**config.mk**
```make
export PLATFORM = sky130hd
export DESIGN_NAME = fetch_sequencer
export DESIGN_NICKNAME = d
export VERILOG_FILES = /design/src/rtl/fetch_sequencer.sv
export SDC_FILE = /design/constraint.sdc
export NUM_CORES = 1
export LEC_CHECK = 0
export ABC_AREA = 1
export CAP_MARGIN = 25
export CORE_MARGIN = 2
export CORE_UTILIZATION = 40
export CTS_BUF_LIST = sky130_fd_sc_hd__clkbuf_2
export DETAILED_ROUTE_END_ITERATION = 8
export GPL_ROUTABILITY_DRIVEN = 0
export GPL_TIMING_DRIVEN = 0
export PLACE_DENSITY = 0.83
export SLEW_MARGIN = 0
export SYNTH_ARGS = -nofsm -noshare
export SYNTH_HDL_FRONTEND = slang
export SYNTH_SLANG_ARGS = --single-unit
```
**constraint.sdc**
```tcl
create_clock -name clk -period 1.2 [get_ports clk]
set_clock_uncertainty 0.15 [all_clocks]
set_input_delay 0.18 -clock clk [delete_from_list [all_inputs] [get_ports clk]]
set_output_delay 0.18 -clock clk [all_outputs]
set_load 0.005 [all_outputs]
```
**src/rtl/fetch_sequencer.sv**
```systemverilog
// fetch_sequencer: front-end byte fetcher feeding the decode stage.
//
// Reads instruction memory one byte per cycle and decodes the instruction length
// from the opcode's upper nibble. On a two-word instruction it pulses ir_en while
// the immediate byte is on imm_byte. Each complete instruction is handed to decode
// over a valid/ready handshake.
//
// Ports:
//   clk, rst                 rising-edge clock, synchronous active-high reset
//   imem_addr / imem_data    instruction-memory address (from pc) / read byte
//   flush, flush_pc          redirect request and target
//   ir_en, imm_byte          immediate-capture enable and byte
//   out_valid / out_ready    decode handshake
//   out_opcode, out_imm,     issued instruction payload
//   out_two_word, out_pc
//
// Optional macro FETCH_STATS_EN adds stat_issued / stat_stall saturating counters.
module fetch_sequencer #(
  parameter int unsigned       ADDR_W    = 8,
  parameter logic [ADDR_W-1:0] RESET_PC  = '0,
  parameter logic [3:0]        MW_NIBBLE = 4'hC
) (
  input  logic              clk,
  input  logic              rst,
  output logic [ADDR_W-1:0] imem_addr,
  input  logic [7:0]        imem_data,
  input  logic              flush,
  input  logic [ADDR_W-1:0] flush_pc,
  output logic              ir_en,
  output logic [7:0]        imm_byte,
  output logic              out_valid,
  input  logic              out_ready,
  output logic [7:0]        out_opcode,
  output logic [7:0]        out_imm,
  output logic              out_two_word,
  output logic [ADDR_W-1:0] out_pc
`ifdef FETCH_STATS_EN
  ,
  output logic [15:0]       stat_issued,
  output logic [15:0]       stat_stall
`endif
);

  typedef enum logic [1:0] {
    FETCH_OP  = 2'd0,
    FETCH_IMM = 2'd1,
    ISSUE     = 2'd2
  } state_e;

  state_e            state_q, state_d;
  logic [ADDR_W-1:0] pc_q, pc_d;
  logic [7:0]        opcode_q, opcode_d;
  logic [7:0]        imm_q, imm_d;
  logic              two_word_q, two_word_d;
  logic [ADDR_W-1:0] opc_pc_q, opc_pc_d;

  always_comb begin
    state_d    = state_q;
    pc_d       = pc_q;
    opcode_d   = opcode_q;
    imm_d      = imm_q;
    two_word_d = two_word_q;
    opc_pc_d   = opc_pc_q;
    ir_en      = 1'b0;
    out_valid  = 1'b0;

    unique case (state_q)
      FETCH_OP: begin
        opcode_d = imem_data;
        opc_pc_d = pc_q;
        pc_d     = pc_q + 1'b1;
        if (imem_data[7:4] == MW_NIBBLE) begin
          two_word_d = 1'b1;
          state_d    = FETCH_IMM;
        end else begin
          imm_d      = 8'h00;
          two_word_d = 1'b0;
          state_d    = ISSUE;
        end
      end
      FETCH_IMM: begin
        ir_en   = 1'b1;
        imm_d   = imem_data;
        pc_d    = pc_q + 1'b1;
        state_d = ISSUE;
      end
      ISSUE: begin
        out_valid = 1'b1;
        if (out_ready) state_d = FETCH_OP;
      end
      default: state_d = FETCH_OP;
    endcase

    // Redirect overrides the normal step: the payload registers keep their old
    // contents (out_valid drops, so they are not observed) and only pc/state move.
    if (flush) begin
      state_d    = FETCH_OP;
      pc_d       = flush_pc;
      opcode_d   = opcode_q;
      imm_d      = imm_q;
      two_word_d = two_word_q;
      opc_pc_d   = opc_pc_q;
    end

    if (flush || rst) ir_en = 1'b0;
  end

  always_ff @(posedge clk) begin
    if (rst) begin
      state_q    <= FETCH_OP;
      pc_q       <= RESET_PC;
      opcode_q   <= '0;
      imm_q      <= '0;
      two_word_q <= 1'b0;
      opc_pc_q   <= RESET_PC;
    end else begin
      state_q    <= state_d;
      pc_q       <= pc_d;
      opcode_q   <= opcode_d;
      imm_q      <= imm_d;
      two_word_q <= two_word_d;
      opc_pc_q   <= opc_pc_d;
    end
  end

  assign imem_addr    = pc_q;
  assign imm_byte     = imem_data;
  assign out_opcode   = opcode_q;
  assign out_imm      = imm_q;
  assign out_two_word = two_word_q;
  assign out_pc       = opc_pc_q;

`ifdef FETCH_STATS_EN
  logic [15:0] issued_q, issued_d;
  logic [15:0] stall_q, stall_d;

  // Counters survive flush; only rst clears them. Both stick at all-ones.
  always_comb begin
    issued_d = issued_q;
    stall_d  = stall_q;
    if (out_valid && out_ready && !flush && (issued_q != '1))
      issued_d = issued_q + 16'd1;
    if (out_valid && !out_ready && (stall_q != '1))
      stall_d = stall_q + 16'd1;
  end

  always_ff @(posedge clk) begin
    if (rst) begin
      issued_q <= '0;
      stall_q  <= '0;
    end else begin
      issued_q <= issued_d;
      stall_q  <= stall_d;
    end
  end

  assign stat_issued = issued_q;
  assign stat_stall  = stall_q;
`endif

endmodule

```
final_clocks.png
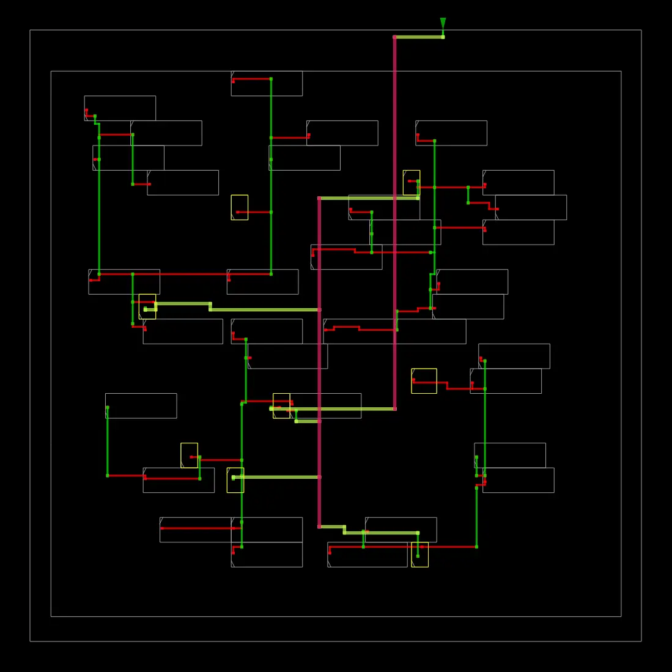
flip-flops: 35
TritonCTS buffer count: 5
clock buf count: 6
clock sink total: 35

met2.png
Drawn at 6 px/um.
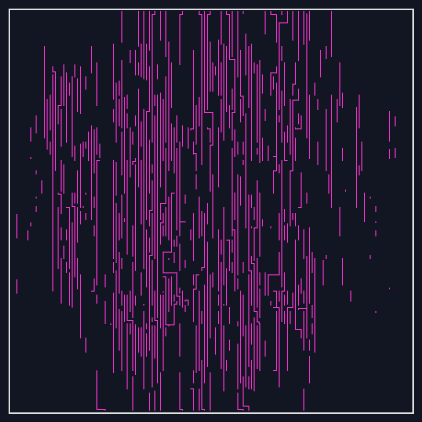
nets with wire on the layer	283
wire length on this layer	2650 um
share of all routed wire	50%
main direction	vertical
longest straight run	37.1 um
total vias in the final route: 1769
met2 layer usage reported by global route: 38.6%

==> notes.md <==
From the run reports.

- The pin count of the biggest net entering global routing reads 12.
- The timing-limited maximum frequency reads 0.700 GHz.
- The top power consumer group reads registers.
- Sorting the synthesis cell report by count puts at the top dfxtp_1.
- The worst supply voltage drop on vdd is 0.000708 V.
- The finished layout cell area is 2720 um2.
- The portion of netlist area occupied by mux cells reads 0%.
- Looking at the cell usage after synthesis, the top flip-flop cell is dfxtp_1.
- The startpoint of the most critical register-to-register path reads state_q[1]$_SDFFE_PP0P_.
- The core outline area is 3740 um2.
- The number of warnings printed during yosys synthesis reads 0.
- The final antenna-violating net count reads 0.
- The non-clock inverter total of the final layout reads 28.
- The vertical die dimension is 67.1 um.
- Detailed routing placed a total of 261 um of wire on met3.
- The commonest cells after synthesis are dfxtp_1, nor2_1, inv_1.
- The top cell type by total area after synthesis is dfxtp_1.
- The worst-case max-slew headroom was logged as 61.5%.
- The fraction of the core area covered by cells at the end of the flow is 72.8%.
- The checks that failed: hold timing, setup timing.
- Leaving out filler cells and counting taps, the final layout contains 361.
- The report lists the cells along the critical path as buf_6 -> nor2_8 -> nand2_4 -> clkinv_4 -> buf_6 -> o21ai_1 -> a21oi_2.
- The fraction of final layout cells sized beyond drive strength 1 reads 50.2%.
- On the critical path, the stage with the largest delay is an instance of dfxtp_2.
- After layout, the buffer instance count without clock buffers stands at 111.
- The number of logic gates is 131.
- The clock-cell share of area is 1.56%.
- The number of stages on the worst setup path reads 7.
- The area fraction in compound gates reads 20.5%.
- The detailed-routing iteration count for the pre-antenna-repair pass reads 4.
- The critical path startpoint reads state_q[1]$_SDFFE_PP0P_.
- Post-route period utilization is reported as 119%.
- The via count of the first global-routing pass reads 1668.
- The post-CTS setup buffer count is 18.
- The area share of the largest cell type after synthesis is 44.0%.
- The net switching component of the power reads 786 uW.
- The overall die area reads 4500 um2.
- The terminus of the critical flop-to-flop path reads out_opcode[5]$_SDFFE_PP0P_.
- The run finished, with violations left.
- The flow inserted 48 tap cells.
- The portion of total power attributed to combinational logic is 26.2%.
- Hold analysis shows the worst path with a depth of 3.
- After Yosys synthesis, XOR and XNOR cells account for 0.550% of the synthesized area.
- The buffering overhead reads 35.7%.
- Yosys stat counts 209 cells in the synthesized netlist.
- Per the OpenROAD power report, leakage power amounts to 0.00126 uW.
- The number of diodes reads 0.
- In this run switching power makes up 31.1% of total power.
- The combinational power reads 662 uW.
- The number of port buffers is 61.
- The clock passes through at most 2 buffers.
- The setup TNS after final layout is -6.39 ns.
- The slew of the pin with the lowest slew margin is 0.578 ns.
- Each instance of the synthesized netlist takes up on average 7.61 um2.
- For this sky-water flow run, the detailed-routed wirelength per cell is reported as 14.6 um.
- Looking at the power breakdown, the clock network takes 22.9% of the total.
- The fill cell instance count of the final layout reads 272.
- The count of warning messages emitted by the tools reads 31.
- Per the GRT congestion report, total overflow comes to 0.
- The number of buffers and inverters on the critical path is 3.
- In this run, the synthesized area fraction spent on adder and majority cells is recorded as 0.786%.
- The first-pass GRT wire length reads 7660 um.
- The setup slack on the worst flop-to-flop path reads -0.23 ns.
- The overall power consumption is 2530 uW.
- The launch instance of the worst min-delay path reads flush.
- Per the log, the first TritonRoute iteration ended with a DRC count of 90.
- The logic area is 778 um2.
- For this run, design rule violations remaining after detail routing come to 0.
- The number of I/O pins is 63.
- The biggest cell delay along the critical path is 0.42 ns.
- The routed via count divided by cell count is 4.90.
- The clock network power is 578 uW.
- The number of endpoints with negative hold slack in the final report is 4.
- The kind of end point of the critical path is a flip-flop.
- The simple-gate share of the synthesized area is 19.7%.
- The critical path required time is 1.39 ns.
- Setup repair after global routing could not meet its margin everywhere.
- Counting flops with a built-in enable in the synthesized netlist gives 0.
- The number of synthesized register bits is 35.
- In the Yosys stats the netlist draws on 23 distinct library cells.
- The cell at the root of the clock tree reads clkbuf_2.
- The cell count after synthesis reads 209.
- The report lists the number of cells resized after CTS as 232.
- The starting utilization of the core area reads 42.5%.
- The final wirelength reads 5270 um.
- The internal power consumption reads 1740 uW.
- The horizontal die size reads 67.1 um.
- The pre-CTS setup check shows a worst slack of -0.563 ns.
- The fraction of cell area in sequential cells is reported as 27.6%.
- Max fanout on the critical path was recorded as 7.
- The number of hold buffers added after cts reads 5.
- The power in sequential cells reads 1290 uW.
- The net count reported at finish reads 333.
- The data arrival time at the worst-slack endpoint reads 1.62 ns.
- The class of the tightest hold or removal check reads input port to flip-flop.
- The clock-pin slew reported for the worst setup and hold paths after clock tree synthesis is 0.21 ns.
- The worst setup path is of the flip-flop to flip-flop kind.
- The latest clock arrival within the worst-skew pair reads 0.42 ns.
- Final hold analysis gives a worst-case slack of -0.0615 ns.
- The part of the Yosys area used for sequential elements reads 44.0%.
- The multi-input gate share of total cell area is 28.6%.
- Registers take 752 um2.
- The net count after synthesis is 230.
- The final tally of setup violations is 62.
- The post-synthesis instance area is 1590 um2.
- The number of placed instances, taps included, is 318.
- The clock period minus worst slack reads 1.43 ns.
- The terminating pin of the worst hold path reads imem_addr[3]$_SDFFE_PP0P_.
- The met3 track demand over resource in global routing reads 6.76%.
- The relative contribution of sequential cells to total power reads 50.9%.
- The area recorded from the Yosys report for this design is 1590 um2.
- The busiest layer in global routing is met2.
- Ranked by total cell area, the synthesized netlist is headed by dfxtp_1, nor2_1, inv_1, nand2_1, a21oi_2.
- The number of max-capacitance violations reported is 0.
- The top logic cell family in the synthesized netlist reads AND-OR/OR-AND gates.
- The layout overhead on the synthesized area is 71.1%.
- The power density of the placed cells reads 927 nW/um2.
- The worst-case reg-to-reg path depth reads 7.
- The capture point of the worst path is out_opcode[5]$_SDFFE_PP0P_.
- In the global route stage, met1 resource usage came out at 26.6%.
- The max-slew violation count is 0.
- The share of flip-flops with an asynchronous set or reset after synthesis reads 0%.
- The startpoint class of the critical path reads a flip-flop.
- The dominant delay contributor by cell family on the critical path reads flip-flops.
- In the detailed route, the total length drawn on met2 is 2650 um.
- The number of standard-cell rows in the floorplan is 22.
- The cell repeated most along the worst path reads buf_6.
- The number of antenna violations at the first check in global routing is 0.
- The TritonCTS clock tree reads yes.
- Per the area breakdown, the dominant cell category is buffers.
- The total half-perimeter wirelength after legalization and detailed placement reads 2910 um.
- The combined global-route utilization of all metal layers is 23.0%.
- The met1 routed wirelength after detailed routing reads 2230 um.
- Signal nets in the final route climb as high as met4.
- Per the CTS log, the maximum H-tree level is 2.
- After detailed placement, the total cell area comes to 2270 um2.
- Once routing completed, OpenROAD measured the worst setup slack at -0.228 ns.
==> cell usage in the layout (no fill, tap or decap), drive strengths merged <==
master | netlist | routed
nand2 | 26 | 27
buf | 13 | 74
nor3b | 1 | 1
inv | 27 | 27
clkinvlp | 0 | 1
dlygate4sd2 | 0 | 12
clkdlybuf4s50 | 0 | 10
a21oi | 26 | 26
xor2 | 1 | 1
clkbuf | 3 | 9
dfxtp | 35 | 35
ha | 1 | 1
clkinv | 1 | 2
dlygate4sd3 | 0 | 8
nand3 | 11 | 11
clkdlybuf4s15 | 0 | 4
o21ai | 29 | 29
nor2 | 32 | 32
a31oi | 1 | 1
nand4 | 1 | 1
o211ai | 1 | 1
==> flip-flops by register name (all words and copies together) (netlist names) <==
name          count
imem_addr         8
out_imm           8
out_opcode        8
out_pc            8
out_two_word      1
state_q           2
No activity file was given, so power comes from the tool's default toggle rates.
